[src/rtl/wb_arbiter_if.sv]
// Register-file write-back bus: port A (single-cycle results), port B
// (multi-cycle results with ready/valid) and the arbitrated write port.
// The master side is the pipeline; the slave side is the arbiter.
interface wb_arbiter_if;
    logic        a_valid;
    logic [4:0]  a_rd;
    logic [31:0] a_wd;
    logic        b_valid;
    logic        b_ready;
    logic [4:0]  b_rd;
    logic [31:0] b_wd;
    logic        stall_a;
    logic        reg_write;
    logic [4:0]  rd;
    logic [31:0] wd;
    logic [3:0]  pend_cnt;

    modport master (
        output a_valid, a_rd, a_wd, b_valid, b_rd, b_wd,
        input  b_ready, stall_a, reg_write, rd, wd, pend_cnt
    );

    modport slave (
        input  a_valid, a_rd, a_wd, b_valid, b_rd, b_wd,
        output b_ready, stall_a, reg_write, rd, wd, pend_cnt
    );
endinterface

[src/rtl/wb_arbiter.sv]
// Write-back arbiter: merges a non-stallable port A with a ready/valid
// port B into one registered register-file write port. B results that lose
// arbitration wait in a small in-order FIFO.
// Optional macro WB_STARVE_EN adds a starvation counter that stalls port A
// for one cycle once the FIFO head has waited STARVE_MAX cycles; without it
// stall_a is tied low and port A always has priority.
module wb_arbiter #(
    parameter int DEPTH      = 2,
    parameter int STARVE_MAX = 4
) (
    input  logic         clk,
    input  logic         rst,
    wb_arbiter_if.slave  bus
);
    localparam int         PW      = (DEPTH > 1) ? $clog2(DEPTH) : 1;
    localparam logic [3:0] DEPTH_C = 4'(DEPTH);

    // FIFO storage, one destination and one data word per entry
    logic [4:0]    mem_rd [DEPTH];
    logic [31:0]   mem_wd [DEPTH];
    logic [PW-1:0] wr_ptr_reg, rd_ptr_reg;
    logic [3:0]    pend_reg, pend_next;

    logic          reg_write_reg;
    logic [4:0]    rd_reg;
    logic [31:0]   wd_reg;
    logic          stall_reg;

    logic          b_ready;
    logic          b_keep;
    logic          fifo_ne;
    logic          a_win;
    logic          win;
    logic [4:0]    win_rd;
    logic [31:0]   win_wd;
    logic          push;
    logic          pop;

    // Ready depends only on the registered occupancy, never on this cycle's traffic
    assign b_ready = (pend_reg < DEPTH_C);
    assign b_keep  = bus.b_valid && b_ready && (bus.b_rd != 5'd0);
    assign fifo_ne = (pend_reg != 4'd0);
    assign a_win   = bus.a_valid && (bus.a_rd != 5'd0) && !stall_reg;

    // Pick the winner: A, then FIFO head, then B bypass; losing B goes to the tail
    always_comb begin
        win    = 1'b0;
        win_rd = 5'd0;
        win_wd = 32'd0;
        push   = 1'b0;
        pop    = 1'b0;
        if (a_win) begin
            win    = 1'b1;
            win_rd = bus.a_rd;
            win_wd = bus.a_wd;
            push   = b_keep;
        end else if (fifo_ne) begin
            win    = 1'b1;
            win_rd = mem_rd[rd_ptr_reg];
            win_wd = mem_wd[rd_ptr_reg];
            pop    = 1'b1;
            push   = b_keep;
        end else if (b_keep) begin
            win    = 1'b1;
            win_rd = bus.b_rd;
            win_wd = bus.b_wd;
        end
    end

    // Occupancy: a simultaneous push and pop leaves the count unchanged
    always_comb begin
        pend_next = pend_reg;
        if (push && !pop) begin
            pend_next = pend_reg + 4'd1;
        end else if (pop && !push) begin
            pend_next = pend_reg - 4'd1;
        end
    end

    // Registered write port, FIFO pointers and occupancy
    always_ff @(posedge clk or posedge rst) begin
        if (rst) begin
            reg_write_reg <= 1'b0;
            rd_reg        <= 5'd0;
            wd_reg        <= 32'd0;
            wr_ptr_reg    <= '0;
            rd_ptr_reg    <= '0;
            pend_reg      <= 4'd0;
        end else begin
            reg_write_reg <= win;
            rd_reg        <= win_rd;
            wd_reg        <= win_wd;
            pend_reg      <= pend_next;
            if (push) begin
                wr_ptr_reg <= wr_ptr_reg + 1'b1;
            end
            if (pop) begin
                rd_ptr_reg <= rd_ptr_reg + 1'b1;
            end
        end
    end

    // FIFO entry write; contents need no reset because occupancy gates every read
    always_ff @(posedge clk) begin
        if (push) begin
            mem_rd[wr_ptr_reg] <= bus.b_rd;
            mem_wd[wr_ptr_reg] <= bus.b_wd;
        end
    end

`ifdef WB_STARVE_EN
    localparam int SW = $clog2(STARVE_MAX + 1) + 1;

    logic [SW-1:0] starve_reg, starve_next;

    // Count cycles the head waits; clear when it issues or the FIFO is empty
    always_comb begin
        if (!fifo_ne || pop) begin
            starve_next = '0;
        end else begin
            starve_next = starve_reg + 1'b1;
        end
    end

    // One-cycle stall of port A when the wait reaches its limit
    always_ff @(posedge clk or posedge rst) begin
        if (rst) begin
            starve_reg <= '0;
            stall_reg  <= 1'b0;
        end else begin
            starve_reg <= starve_next;
            stall_reg  <= (starve_next == SW'(STARVE_MAX));
        end
    end
`else
    assign stall_reg = 1'b0;
`endif

    assign bus.b_ready   = b_ready;
    assign bus.stall_a   = stall_reg;
    assign bus.reg_write = reg_write_reg;
    assign bus.rd        = rd_reg;
    assign bus.wd        = wd_reg;
    assign bus.pend_cnt  = pend_reg;
endmodule

[src/flat_wrapper.sv]
// flat-port wrapper written by rule: the top's interface ports become plain ports
module wb_arbiter_flat 
#(
    parameter int DEPTH      = 2,
    parameter int STARVE_MAX = 4
)
  (clk, rst, bus_a_valid, bus_a_rd, bus_a_wd, bus_b_valid, bus_b_rd, bus_b_wd, bus_b_ready, bus_stall_a, bus_reg_write, bus_rd, bus_wd, bus_pend_cnt);
  wb_arbiter_if bus_i ();
  input  logic clk;
  input  logic rst;
  input wire logic [$bits(bus_i.a_valid)-1:0] bus_a_valid;
  input wire logic [$bits(bus_i.a_rd)-1:0] bus_a_rd;
  input wire logic [$bits(bus_i.a_wd)-1:0] bus_a_wd;
  input wire logic [$bits(bus_i.b_valid)-1:0] bus_b_valid;
  input wire logic [$bits(bus_i.b_rd)-1:0] bus_b_rd;
  input wire logic [$bits(bus_i.b_wd)-1:0] bus_b_wd;
  output wire logic [$bits(bus_i.b_ready)-1:0] bus_b_ready;
  output wire logic [$bits(bus_i.stall_a)-1:0] bus_stall_a;
  output wire logic [$bits(bus_i.reg_write)-1:0] bus_reg_write;
  output wire logic [$bits(bus_i.rd)-1:0] bus_rd;
  output wire logic [$bits(bus_i.wd)-1:0] bus_wd;
  output wire logic [$bits(bus_i.pend_cnt)-1:0] bus_pend_cnt;
  assign bus_i.a_valid = bus_a_valid;
  assign bus_i.a_rd = bus_a_rd;
  assign bus_i.a_wd = bus_a_wd;
  assign bus_i.b_valid = bus_b_valid;
  assign bus_i.b_rd = bus_b_rd;
  assign bus_i.b_wd = bus_b_wd;
  assign bus_b_ready = bus_i.b_ready;
  assign bus_stall_a = bus_i.stall_a;
  assign bus_reg_write = bus_i.reg_write;
  assign bus_rd = bus_i.rd;
  assign bus_wd = bus_i.wd;
  assign bus_pend_cnt = bus_i.pend_cnt;
  wb_arbiter #(.DEPTH(DEPTH), .STARVE_MAX(STARVE_MAX)) u_core (.clk(clk), .rst(rst), .bus(bus_i));
endmodule
[config.mk]
export PLATFORM = sky130hd
export DESIGN_NAME = wb_arbiter_flat
export DESIGN_NICKNAME = d
export VERILOG_FILES = /design/src/rtl/wb_arbiter_if.sv /design/src/rtl/wb_arbiter.sv /design/src/flat_wrapper.sv
export SDC_FILE = /design/constraint.sdc
export NUM_CORES = 1
export LEC_CHECK = 0
export ABC_AREA = 1
export CAP_MARGIN = 20
export CORE_ASPECT_RATIO = 0.7
export CORE_MARGIN = 10
export CORE_UTILIZATION = 54
export CTS_CLUSTER_DIAMETER = 50
export DETAILED_ROUTE_END_ITERATION = 16
export PLACE_DENSITY_LB_ADDON = 0.15
export SETUP_SLACK_MARGIN = 0.4
export SLEW_MARGIN = 20
export SYNTH_ARGS = -nofsm -noshare
export SYNTH_HDL_FRONTEND = slang
export SYNTH_SLANG_ARGS = --single-unit
[constraint.sdc]
create_clock -name clk -period 5.9 [get_ports clk]
set_clock_uncertainty 0.05 [all_clocks]
set_input_delay 0.59 -clock clk [delete_from_list [all_inputs] [get_ports clk]]
set_output_delay 0.59 -clock clk [all_outputs]
set_load 0.02 [all_outputs]
### Signal wires on met1, run 1

Supply wires on this layer in grey.
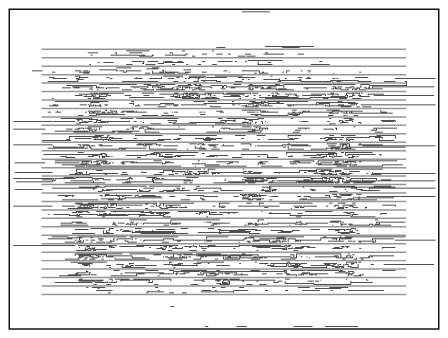
665 nets have wire on it. The longest straight run is 40.0 µm.

### Signal wires on met2, run 1

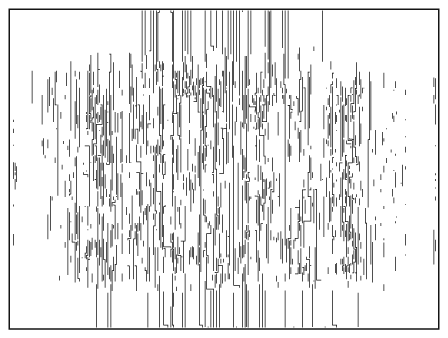
The layer holds 46% of the routed length. The longest straight run is 51.7 µm. The wires run mostly vertical. The layer carries 5,960 µm of wire.

==> impl_metrics.env, run 1 <==
# yosys + openroad results
export IMPL_status="finished clean"
export IMPL_max_slew_margin=0.2889
export IMPL_die_width_um=137.7
export IMPL_fraction_of_final_layout_cells_with_drive_strength_greater_than_1=0.05547
export IMPL_synthesis_area_per_instance_um2=9.663
export IMPL_fin_worst_hold_slack_ps=419.3
export IMPL_die_height_um=102.4
export IMPL_power_combinational_fraction=0.339
export IMPL_die_area_um2=14100
export IMPL_largestPowerGroup="sequential cells"
export IMPL_endpoint_kind="register"
export IMPL_finalWeightedCongestion=0.8013
export IMPL_synth_cell_type_count=23
export IMPL_crit_fanout=36
export IMPL_post_route_cell_area_um2=6995
export IMPL_cts_hold_buffers=0
export IMPL_cts_num_sinks=118
export IMPL_p_int_uw=2060
export IMPL_wire_per_inst_um=16.29
export IMPL_netlist_top_cell_by_area="edfxtp_1"
export IMPL_dp_final_hpwl_um=8190
export IMPL_route_detailed_drc=0
export IMPL_final_cell_count_no_fill=791
export IMPL_wire_length_of_the_first_global_routing_pass_um=19920
export IMPL_mappedNetlistNets=624
export IMPL_numCtsBuffers=17
export IMPL_placed_area_um2=6442
export IMPL_path_clk_slew_ps=50
export IMPL_detailedRoute_firstPassIterationCount=5
export IMPL_power_clock_fraction=0.296
export IMPL_stage_log_warnings=26
export IMPL_detail_route_vias_per_cell=5.158
export IMPL_cts_root_to_sink_buffers=2
export IMPL_setup_violations=0
export IMPL_num_antenna_cells=0
export IMPL_finalMaxSlewViolations=0
export IMPL_areaGrowthSynthToFinish_pct=33.56
export IMPL_cellPowerDensity_nw_per_um2=442.3
export IMPL_switching_power_uw=1034
export IMPL_worstMarginPinSlew_ps=1064
export IMPL_rows=29
export IMPL_core_area_um2=9253
export IMPL_critical_path_arrival_ps=3510
export IMPL_pg_clk_uw=914
export IMPL_irDropWorstVdd_mv=0.2755
export IMPL_final_setup_worst_slack_ps=2630
export IMPL_grt_overflow_total=0
export IMPL_post_route_min_period_ps=3270
export IMPL_starting_drt_drc_count=386
export IMPL_grt_max_degree=74
export IMPL_routed_via_count=4080
export IMPL_syn_instance_count=542
export IMPL_post_cts_resized_instances=0
export IMPL_place_ws_ps=2299
export IMPL_wirelength_um=12890
export IMPL_start_kind="input pin"
export IMPL_layout_nets=738
export IMPL_synth_warnings=0
export IMPL_detail_route_antenna_nets=0
export IMPL_power_frac_seq=0.366
export IMPL_first_global_vias=3995
export IMPL_power_sequential_uw=1130
export IMPL_critical_path_class="in -> reg"
export IMPL_post_cts_buffers=0
export IMPL_synth_chip_area_um2=5238
export IMPL_timing_setup_tns_ps=0
export IMPL_tritoncts="yes"
export IMPL_floorplan_initialDensity=0.5661
export IMPL_grt_setup_unrepaired="false"
export IMPL_largest_register_ff_count=64
export IMPL_clkLatencyLatePin_ps=400
export IMPL_worstHoldPathType="reg -> reg"
export IMPL_buffer_ports_inserted=120
export IMPL_maxCapViolations=0
export IMPL_comb_power_uw=1050
export IMPL_crit_required_ps=6140
export IMPL_yosys_stat_cells=542
export IMPL_h_tree_depth_reported_by_cts=4
export IMPL_leakagePower_uw=0.003073
export IMPL_finalCritPeriodShare=0.5542
export IMPL_postSynthSeqShare=0.6345
export IMPL_synthesis_area_um2=5238
export IMPL_initial_antenna_violation_count=0
export IMPL_gr_usage_all_layers=0.1823
export IMPL_ys_ff=118
### The metal 3 layer, run 1

Scale bar: 50 µm.
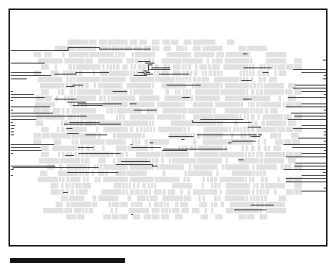
The layer carries 1,200 µm of wire. The layer holds 9.3% of the routed length. The longest straight run is 37.0 µm.

run 1: layout by cell type, fill, tap and decap left out, types with 2 or more instances in the layout:
master           instances
nand3_1                112
ha_1                     3
nand3_2                  2
dfrtp_1                 44
nand4_1                  3
nand2_1                166
nor2_1                  40
clkinv_1                 3
o21ai_0                  2
nand2_2                  2
xnor2_1                  3
clkdlybuf4s50_1        120
inv_1                   50
clkbuf_1                 6
nor2_4                   3
edfxtp_1                74
inv_2                    3
clkbuf_8                 2
buf_4                    4
clkbuf_16               17
run 1: layer usage:
layer,vias to the layer above,global-route usage,part of all wire
met2,175,0.2923,0.46
met4,0,0.07834,0.014
li1,1988,-,-
met5,-,0,0
met1,1904,0.2228,0.43
met3,13,0.05980,0.093
run 1: worst max-delay path, cell delays in order:
cell,delay [ps]
clkdlybuf4s50_1,540
inv_1,70
nand3_1,80
nor2_1,60
nor2_4,660
nand2_1,260
inv_1,130
ha_1,190
inv_1,90
ha_1,330
a21oi_1,180
nand2_1,80
nand2_1,70
nand2_1,50
nand2_1,50
nand2_1,50
run 1: path summary, 6_finish.rpt:
| kind | startpoint | end | slack [ps] | cells after the start |
|---|---|---|---|---|
| worst max-delay path | bus_b_rd[3] | u_core.bus.pend_cnt[3]$_DFFE_PP0P_ | 2630 | 16 |
| worst min-delay path | u_core.wr_ptr_reg$_DFFE_PP0P_ | u_core.wr_ptr_reg$_DFFE_PP0P_ | 420 | 2 |
| worst max register to register | u_core.bus.pend_cnt[3]$_DFFE_PP0P_ | u_core.bus.pend_cnt[3]$_DFFE_PP0P_ | 2790 | 14 |
| worst min register to register | u_core.wr_ptr_reg$_DFFE_PP0P_ | u_core.wr_ptr_reg$_DFFE_PP0P_ | 420 | 2 |
| max in group asynchronous | rst | u_core.bus.wd[3]$_DFF_PP0_ | 4780 | 3 |
| min in group asynchronous | rst | u_core.bus.wd[15]$_DFF_PP0_ | 510 | 2 |
run 1: cell families after synthesis:
group           count (synthesis)  synth area share
fa+ha+maj                       4           0.01099
xor+xnor                        4          0.006690
other cells                     1         0.0007160
buf+inv                        84           0.07477
compound gates                  3          0.002866
flops                         118            0.6345
simple gates                  328            0.2695
run 1: metrics by stage:
stage / total power (µW) / utilization
after floorplan: 1801 / -
after global placement: 2161 / 0.6963
after detailed placement: 2187 / 0.6963
after CTS: 3112 / 0.7531
after global routing: 3259 / 0.7561
final: 3094 / 0.7561
run 1: cell type report:
class	instances	area (µm²)
Multi-Input combinational cell	340	1530
Clock inverter	5	50.05
Timing Repair Buffer	125	1259
Sequential cell	118	3323
Inverter	54	202.7
Clock buffer	25	475.5
Tap cell	124	155.1
Fill cell	593	2257
run 1: cells in the mapped netlist:
master and number:
dfrtp_1 44, fa_1 1, nor2_4 2, nand2_1 166, nand3_2 2, conb_1 1
nand4_1 3, buf_6 6, a21oi_1 1, buf_4 2, inv_2 1, nand2_2 2
nand3_1 112, inv_1 53, buf_2 16, xor2_1 1, xnor2_1 3, clkbuf_4 1
o21ai_0 2, nor2_1 41, ha_1 3, edfxtp_1 74, clkbuf_1 5
==> run 2, diff against run 1 <==
CORE_UTILIZATION = 50   (was 54)
clock period = 3.2 ns   (was 5.9 ns; I/O delays follow)
==> run 2 against run 1 <==
  * Global-route usage fell by 0.19 points
  * Sequential share of layout area is 0.47 points lower
  * Via count down 0.12%
  * Highest routed layer unchanged
  * Largest cell class unchanged
  * Design area grew 1.0%
==> impl_metrics.env, run 2 <==
# yosys + openroad results
export IMPL_adder_share=0.01099
export IMPL_largest_register_ff_count=64
export IMPL_die_height_um=105.6
export IMPL_areaGrowthSynthToFinish_pct=34.90
export IMPL_post_cts_buffers=0
export IMPL_synth_simple_area_share=0.2695
export IMPL_finalCritPeriodShare=0.7413
export IMPL_critPathBufInv=3
export IMPL_yosys_stat_cells=542
export IMPL_numCtsBuffers=17
export IMPL_detail_route_antenna_nets=0
export IMPL_layout_top_cell_excl_fill_tap="nand2_1"
export IMPL_synth_cells_most_frequent="166 x nand2_1, 112 x nand3_1, 74 x edfxtp_1"
export IMPL_crit_fanout=4
export IMPL_dp_final_hpwl_um=8721
export IMPL_die_width_um=142.3
export IMPL_ys_sh_mux=0
export IMPL_cts_root_to_sink_buffers=2
export IMPL_cellPowerDensity_nw_per_um2=821.4
export IMPL_wirelength_um=13410
export IMPL_worstMarginPinSlew_ps=845.7
export IMPL_critical_path_arrival_ps=2620
export IMPL_highest_cell_delay_on_the_worst_timing_path_ps=440
export IMPL_start_kind="register"
export IMPL_ys_ff=118
export IMPL_wire_length_of_the_first_global_routing_pass_um=21560
export IMPL_grt_max_degree=72
export IMPL_wire_per_inst_um=16.64
export IMPL_layout_nets=742
export IMPL_critical_path_slowest_cell="dfrtp_1"
export IMPL_status="finished clean"
export IMPL_finalWeightedCongestion=0.8220
export IMPL_initial_antenna_violation_count=1
export IMPL_route_detailed_drc=0
export IMPL_synthesis_area_um2=5238
run 2: layout make-up:
type | count | area [µm²] | area share
flip-flops and latches | 118 | 3323 | 0.4703
multi-input cells | 340 | 1530 | 0.2166
repair buffers | 129 | 1281 | 0.1813
clock buffers | 24 | 513.0 | 0.07260
inverters | 54 | 203.9 | 0.02886
well taps | 132 | 165.2 | 0.02338
clock inverters | 8 | 46.29 | 0.006552
diodes | 1 | 2.502 | 0.0003542
run 2: final timing paths:
| kind | from | end | slack (ps) | cells past startpoint |
|---|---|---|---|---|
| min | rst | u_core.bus.wd[10]$_DFF_PP0_ | 340 | 2 |
| min reg2reg | u_core.wr_ptr_reg$_DFFE_PP0P_ | u_core.wr_ptr_reg$_DFFE_PP0P_ | 450 | 2 |
| max | u_core.bus.pend_cnt[3]$_DFFE_PP0P_ | u_core.bus.pend_cnt[3]$_DFFE_PP0P_ | 830 | 15 |
| max in group asynchronous | rst | u_core.bus.wd[3]$_DFF_PP0_ | 2260 | 2 |
| max reg2reg | u_core.bus.pend_cnt[3]$_DFFE_PP0P_ | u_core.bus.pend_cnt[3]$_DFFE_PP0P_ | 830 | 15 |
| min in group clk | bus_a_wd[10] | u_core.bus.wd[10]$_DFF_PP0_ | 430 | 3 |
run 2: cell families (layout without fill, tap and decap cells):
| group | after synthesis | count (layout) |
|---|---|---|
| and+or+nand+nor | 328 | 328 |
| DFF | 118 | 118 |
| buffers and inverters | 84 | 215 |
| adders and majority gates | 4 | 4 |
| xor gates and xnor gates | 4 | 4 |
| AOI/OAI and AO/OA | 3 | 3 |
| other | 1 | 2 |
run 2: power breakdown:
group / switching [µW] / internal (µW) / leakage [µW]
combinational: 1210 / 762 / 0.00163
sequential: 122 / 1960 / 0.00121
clock: 640 / 1110 / 0.000281
total: 1970 / 3830 / 0.00312
run 2: stage by stage:
stage | util | power (µW) | area, µm² | worst slack (ps) | hold WS (ps)
3_5_place_dp | 0.6326 | 4086 | 6502 | 433.8 | 451.9
2_1_floorplan | - | 3322 | 5240 | 668.3 | 368.9
3_3_place_gp | 0.6326 | 4036 | 6502 | 544.8 | 411.4
6_report | 0.6874 | 5803 | 7066 | 827.8 | 339.1
4_1_cts | 0.6870 | 5856 | 7062 | 824.4 | 424.3
5_1_grt | 0.6872 | 6141 | 7063 | 545.8 | 415.4
run 2: worst register-to-register path: stages (launching register included):
cell	delay [ps]
dfrtp_1	440
nor2_4	180
nand2_2	90
inv_1	110
nand2_1	100
nand2_1	160
inv_1	70
ha_1	200
inv_1	110
ha_1	270
a21oi_1	190
nand2_1	70
nand2_1	60
nand2_1	50
nand2_1	60
nand2_1	50
run 2: per-layer routing:
| layer | global-route usage | routed length (µm) | vias up |
|---|---|---|---|
| met4 | 0.06052 | 49 | 0 |
| met2 | 0.2837 | 6257 | 140 |
| met5 | 0 | 0 | - |
| met3 | 0.06637 | 1166 | 6 |
| met1 | 0.2258 | 5941 | 1926 |
| li1 | - | - | 2003 |
### Signal wires on met1, run 2

Supply wires on this layer in grey.
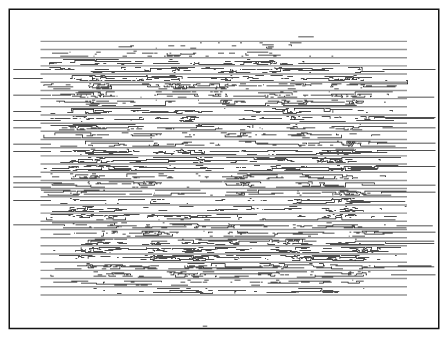
The wires run mostly horizontal. The longest straight run is 29.9 µm. 663 nets have wire on it. The layer holds 44% of the routed length. The layer carries 5,940 µm of wire.

### Clock routing, run 2

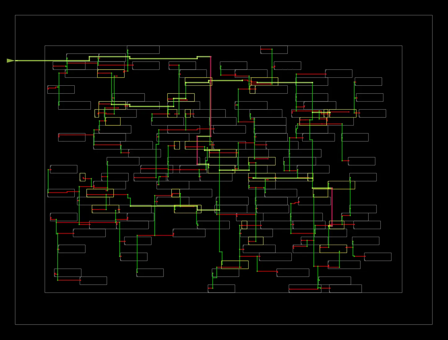
CTS sink cnt: 118
power attributed to the clock group: 1750 µW

### Gate families picked out, run 2

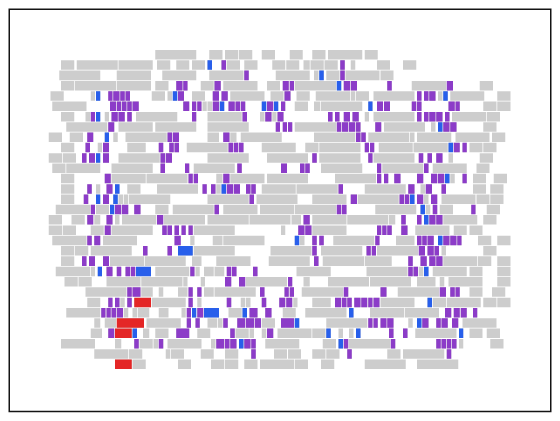
Key: blue = nor cells [cells 43, most used nor2_1]; red = fa/ha/maj cells [cells 4, most used ha_1, where south-west]; purple = nand cells [cells 285, most used nand2_1]

==> run 3, diff against run 2 <==
clock period = 2.3 ns   (was 3.2 ns; I/O delays follow)
### Signal wires on met2, run 3

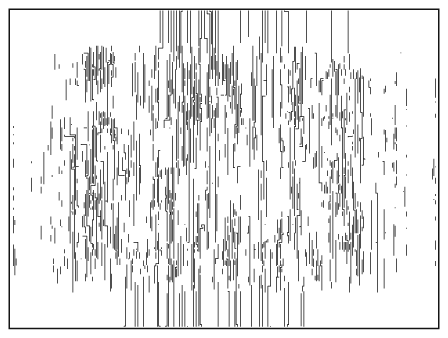
The longest straight run is 44.5 µm. The layer holds 47% of the routed length. 571 nets have wire on it. The wires run mostly vertical. The layer carries 6,050 µm of wire.

### Gate families picked out, run 3

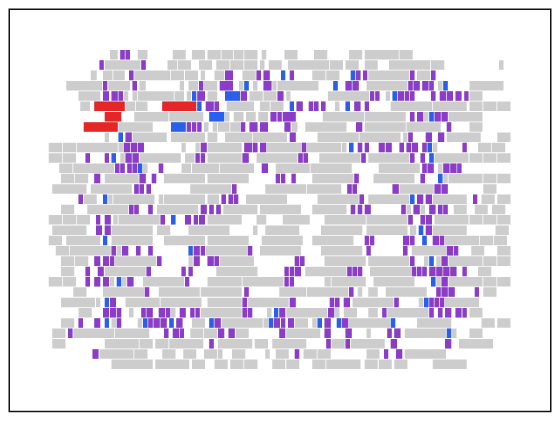
Key: blue = nor cells [cells 43, most used nor2_1]; purple = nand cells [cells 285, most used nand2_1]; red = fa/ha/maj cells [cells 4, most used ha_4, where north-west]

### Signal wires on met1, run 3

Supply wires on this layer in grey.
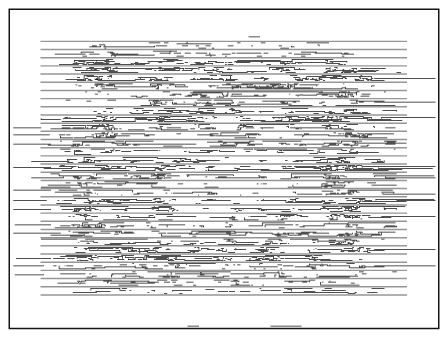
The longest straight run is 42.3 µm. The wires run mostly horizontal. The layer carries 5,840 µm of wire.

==> run 3 against run 2 <==
  * Global-route usage down 0.49 points
  * Fmax up 20%
  * Clock-buffer cell count fell by 4
  * Sequential power rose by 38%
  * Critical path depth fell by 1
  * Non-clock buffer count increased by 16
  * Largest cell class unchanged
  * Worst setup slack got worse by 500 ps
  * Worst hold slack worse by 230 ps
  * Flip-flop count stayed put
  * Sequential share of layout area shrank 1.8 points
  * Synthesized area did not move
==> impl_metrics.env, run 3 <==
# yosys + openroad results
export IMPL_highest_cell_delay_on_the_worst_timing_path_ps=430
export IMPL_cts_hold_buffers=0
export IMPL_h_tree_depth_reported_by_cts=4
export IMPL_post_route_min_period_ps=1976
export IMPL_finalWeightedCongestion=0.8231
export IMPL_wire_per_inst_um=15.78
export IMPL_detailedRoute_firstPassIterationCount=5
export IMPL_synth_warnings=0
export IMPL_p_sw_frac=0.3198
export IMPL_final_cell_count_no_fill=820
export IMPL_first_global_vias=4179
export IMPL_synth_cell_type_count=23
export IMPL_status="finished clean"
export IMPL_buffer_ports_inserted=120
export IMPL_starting_drt_drc_count=322
export IMPL_placed_area_um2=6653
export IMPL_crit_fanout=3
export IMPL_maxCapViolations=0
export IMPL_die_area_um2=15030
export IMPL_initial_antenna_violation_count=0
export IMPL_power_clock_fraction=0.319
export IMPL_numCtsBuffers=17
export IMPL_route_detailed_drc=0
export IMPL_layout_top_cells_excl_fill_tap="164 x nand2_1, 119 x clkdlybuf4s50_1, 112 x nand3_1"
export IMPL_finalCritPeriodShare=0.8593
export IMPL_yosys_stat_cells=542
export IMPL_top_cell="nand2_1"
export IMPL_leakagePower_uw=0.003235
export IMPL_largest_register_ff_count=64
export IMPL_synthesis_area_per_instance_um2=9.663
export IMPL_detail_route_vias_per_cell=4.965
export IMPL_post_route_cell_area_um2=7352
export IMPL_gr_usage_all_layers=0.1754
export IMPL_crit_required_ps=2550
export IMPL_synth_cells_most_frequent="166 x nand2_1, 112 x nand3_1, 74 x edfxtp_1"
export IMPL_final_fill_count=716
export IMPL_stage_log_warnings=29
export IMPL_layout_nets=758
export IMPL_setup_violations=0
export IMPL_path_clk_slew_ps=50
export IMPL_cpMostUsedCell="nand2_1"
export IMPL_power_frac_seq=0.330
export IMPL_routed_via_count=4071
export IMPL_final_setup_worst_slack_ps=323.7
export IMPL_core_area_um2=10280
-- run 3: power groups by stage --
stage / Combinational [µW] / Clock [µW] / Sequential, µW
after global routing: 3360 / 2920 / 2910
after global placement: 2830 / 0 / 2940
after floorplan: 1470 / 0 / 3230
final: 3060 / 2780 / 2880
after detailed placement: 2880 / 0 / 2950
after CTS: 3020 / 2820 / 2880
-- run 3: cell families (layout without fill, tap and decap cells) --
logic type	Yosys count	after routing	share of synthesized area
simple gates	328	328	0.2695
flops	118	118	0.6345
buf+inv	84	230	0.07477
fa+ha+maj	4	4	0.01099
xor+xnor	4	4	0.006690
compound gates	3	3	0.002866
other cells	1	1	0.0007160
-- run 3: final timing paths --
check / to / slack (ps) / cells after the start
max: u_core.bus.pend_cnt[3]$_DFFE_PP0P_ / 320 / 14
min reg2reg: u_core.wr_ptr_reg$_DFFE_PP0P_ / 440 / 2
min in group clk: u_core.bus.wd[21]$_DFF_PP0_ / 340 / 3
min: u_core.bus.wd[13]$_DFF_PP0_ / 110 / 2
max reg2reg: u_core.bus.pend_cnt[3]$_DFFE_PP0P_ / 320 / 14
max in group asynchronous: u_core.bus.pend_cnt[2]$_DFFE_PP0P_ / 1570 / 3
-- run 3: area by class of cell --
type,count,area share
clock buffer,20,0.05939
timing repair buffer,145,0.1972
multi-input combinational,340,0.2151
sequential,118,0.4527
inverter,54,0.02842
tap,132,0.02246
clock inverter,11,0.02468
-- run 3: layer usage --
layer	wire length, µm	up-vias	share of wire	track usage
met3	958	7	0.074	0.05919
met2	6051	135	0.47	0.2725
met1	5843	1894	0.45	0.2230
met4	84	0	0.0065	0.06628
li1	-	2035	-	-
met5	0	-	0	0
-- run 3: stage by stage --
stage               utilization  total power [µW]  setup TNS [ps]
CTS                      0.7131              8717               0
detailed placement       0.6472              5829           -2284
global route             0.7153              9190               0
finish                   0.7153              8709               0
floorplan                     -              4699               0
global placement         0.6472              5762           -1711
-- run 3: critical path: cells and delay by family, from the launching register on --
family,cells,cell delay [ps]
adder cells (fa/ha/maj),2,400
AND/OR/NAND/NOR,10,860
flip-flops,1,430
buffers and inverters,2,110
-- run 3: what timing repair did --
item,4_1_cts,5_1_grt
pin swaps,2,1
endpoints found under the setup margin,41,40
buffers inserted,6,1
gates resized,6,2
Power and IR drop assume default switching activity.
